Figure 1. Layout detail.
Region (43, 5) to (73, 35) µm. Cells in grey, sequential cells in the stronger grey; small squares are vias.
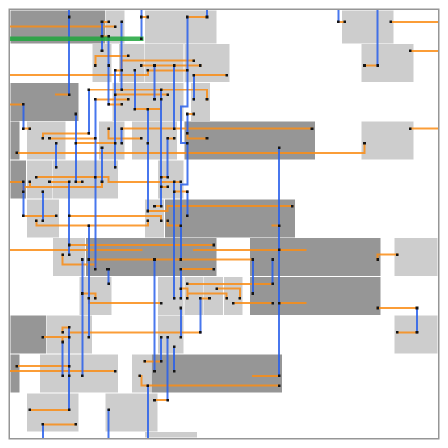
Figure 2. Clock wires, drivers and flops.
Bar = 20 µm.
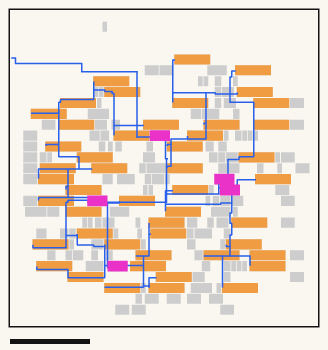
Figure 3. Clock wiring as the flow saved it.
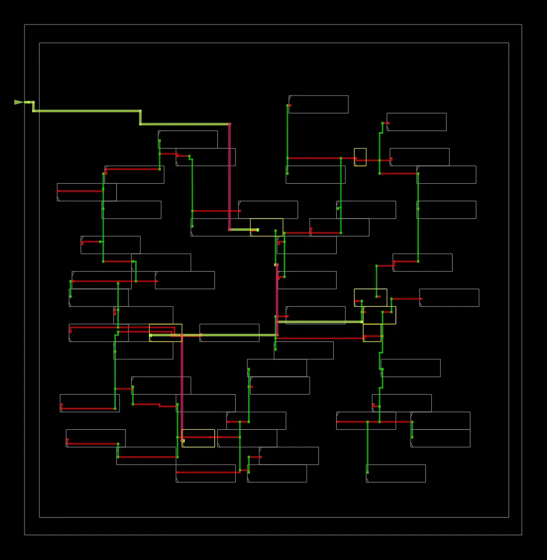
Figure 4. Register map, names as in the netlist.
Bar = 20 µm.
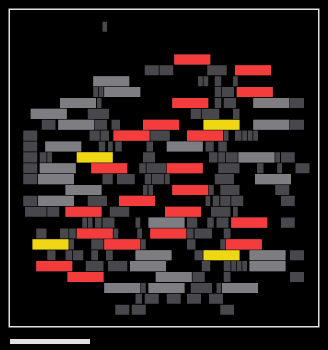
Design input_debounce_ctrl, sky130hd; sources not shown.
==> deck_impl_summary.md <==
Flow Results at a Glance

Yosys
  • Yosys top cell by area: dfrtp_1
  • Syn nets: 181
  • Yosys warnings: 0
  • Post-synth cell types: 18
  • Yosys cell count: 163
  • Post-synth top area share: 61.46%
  • Yosys Chip Area: 1954 µm²
  • #FFs+latches synth: 48
  • Seq/Total Area, Yosys: 61.46%
  • Top cells by area: dfrtp_1 (61%), buf_4 (6.5%), xor2_1 (3.6%), nand3_1 (3.1%), mux2_4 (3.1%)
  • Synth Cell Area: 1954 µm²
  • Syn Area/Cell: 11.99 µm²
  • Cells after Synth: 163

Floorplanning
  • Initial core utilization: 36.62%
  • Width of the chip: 77 µm
  • Core area: 5338 µm²
  • Number of core rows: 27
  • Total die area: 6083 µm²
  • I/O pin count: 31
  • Die Span Y: 79 µm

Routing
  • Routed vias/inst: 4.328
  • TritonRoute pass-1 iters: 2
  • Drt total wl: 2661 µm
  • Antenna viol nets, final: 0
  • Avg WL per Cell: 10.64 µm
  • DR iter-0 viols: 43
  • Via count: 1,082
  • Remaining DRCs: 0

Setup path
  • Worst r2r path cells: 4
  • Critical path's largest stage delay: 690 ps
  • Levels on crit path: 1
  • Crit path max-delay cell type: clkdlybuf4s50_1
  • Worst setup EP type: primary output
  • Setup crit start kind: register
  • Delay-heaviest family, CP: buffers and inverters
  • Arrival @ worst endpoint: 1380 ps
  • WS Path Type: register to primary output
  • CP cell instances: clkdlybuf4s50_1
  • Worst endpoint required time: 2790 ps
  • R2r setup slk: 1750 ps
  • CP max FO: 3
  • WP buf/inv: 1

Clock network
  • Worst-path clk slew: 80 ps
  • Maximum clock insertion buffer count: 2
  • Hold-fix buffers, CTS: 0
  • # resized after CTS: 0
  • CTS root buf: clkbuf_8
  • Clk_lat worst skew: 290 ps
  • H-tree levels: 2
  • CTS tree: done
  • Post-CTS setup buffers: 0
  • TritonCTS Sinks: 48

Power
  • Pwr Total: 1.047 mW
  • Pwr/cell area: 465.6 nW/µm²
  • Leakage: 1.007 nW
  • Peak VDD IR: 257.7 µV

Final timing
  • Final Hold Viols: 0
  • Final Setup Violations: 0
  • RSZ-0062 raised after global routing: no
  • Final Max Tran Viols: 0
  • Fmax: 591.6 MHz
  • Final TNS setup: 0 ps
  • Tmin final: 1690 ps
  • Slew at the pin closest to its max-slew limit: 950.2 ps
  • Slew headroom: 36.56%
  • Cycle use final: 54.53%

Placement
  • GPL Wtd Cong: 0.6968
  • IO Port Bufs: 25
  • DP HPWL: 1816 µm

Global route
  • First-pass GRT wire length: 4698 µm
  • Initial antenna violation count: 0
  • Vias in the first global route: 1,076
  • Largest net degree at the start of global routing: 49
  • Remaining global-route overflow: 0
  • Total GRT Usage: 9.884%

Outcome
  • Status: completed

Flow run
  • Tool warnings: 30
  • # Max-Cap Violations: 0

Min path
  • Type of the worst min-delay path: register to register
  • WHS Path Cells: 0

Finish
  • Max reg flops: 20
  • Most used logic cell in the final layout: dfrtp_1
  • Most numerous logic cells after layout: dfrtp_1 (48), clkdlybuf4s50_1 (25), nor2_1 (16), nand3_1 (12)
  • Share of cells above drive strength 1: 12.36%
  • Syn-to-layout area delta: 15.05%
  • Nets: 196
  • Number of inserted diodes: 0
-- Figure 1 (at the start) --
- green: M3
- blue: M2
- orange: M1
- cells with their middle in the window: 41
- most frequent: dfrtp_1 (8), clkdlybuf4s50_1 (7), nor2_1 (4)
- sequential cells in the window: 8

-- Figure 2 (at the start) --
- blue: clock wires (length 533 µm)
- magenta: clock-net drivers (count 5)
- orange: flip-flops (count 48)
- routed clock nets: 6
Clock power frac: 33.2%
Clk power: 348 µW
Final Skew: 7.368 ps

-- Figure 3 (at the start) --
flop count: 48
number of CTS-inserted buffers: 5

-- Figure 4 (at the start) --
- red: `g_ch.r_cnt` (placed flops 20)
- yellow: `g_ch.r_state` (placed flops 4)
- not coloured: 24
Seq/total area: 53.42%
post-layout util: 42.12%

## logic make-up (layout without fill, tap and decap cells)
family / after synthesis / after routing / share of synthesized area (%)
AND-OR/OR-AND: 8 / 8 / 2.049
flip-flops: 48 / 48 / 61.46
AND/OR/NAND/NOR: 60 / 60 / 17.03
other: 1 / 1 / 0.1919
adder cells (fa/ha/maj): 4 / 4 / 2.561
buffers and inverters: 26 / 41 / 8.258
XOR/XNOR: 12 / 12 / 5.378
multiplexers: 4 / 4 / 3.073
## layer usage
| metal | routed length (µm) | global-route usage [%] |
|---|---|---|
| met5 | 0 | 0 |
| met1 | 1352 | 12.55 |
| met3 | 123 | 3.523 |
| met2 | 1142 | 15.35 |
| met4 | 43 | 4.286 |
## Yosys cell counts
| master | instances |
|---|---|
| and4b_4 | 4 |
| mux2_4 | 4 |
| xnor2_1 | 4 |
| nor3b_1 | 4 |
| nor3_1 | 4 |
| nand3_1 | 12 |
| nor2_1 | 16 |
| and2_2 | 2 |
| nand2_1 | 8 |
| nand2_2 | 4 |
| buf_4 | 17 |
| ha_1 | 4 |
| xor2_1 | 8 |
| and2_1 | 6 |
| o21ai_0 | 8 |
| conb_1 | 1 |
| dfrtp_1 | 48 |
| inv_1 | 9 |
## report_power, final
group / leakage (nW) / switching (mW) / internal, mW
sequential: 0.634 / 0.0116 / 0.640
clock: 0.0400 / 0.195 / 0.153
combinational: 0.333 / 0.0256 / 0.0216
total: 1.01 / 0.232 / 0.815
## layout make-up
cell class / count / area (µm²)
clock inverters: 2 / 12.51
inverters: 9 / 33.78
well taps: 72 / 90.09
fillers: 539 / 3089
flip-flops and latches: 48 / 1201
clock buffers: 5 / 68.82
multi-input cells: 89 / 591.8
repair buffers: 25 / 250.2
## stage by stage
step                      util [%]  area, µm²  hold WS (ps)  std cells  setup slack (ps)
after floorplan                  -       1954         331.2        163              1646
after global placement       40.60       2167         333.3        243              1549
after detailed placement     40.60       2167         335.6        243              1545
after CTS                    42.12       2248         356.1        250              1392
after global routing         42.12       2248         370.4        250              1347
final                        42.12       2248         351.9        250              1410
No activity file was given, so power comes from the tool's default toggle rates.
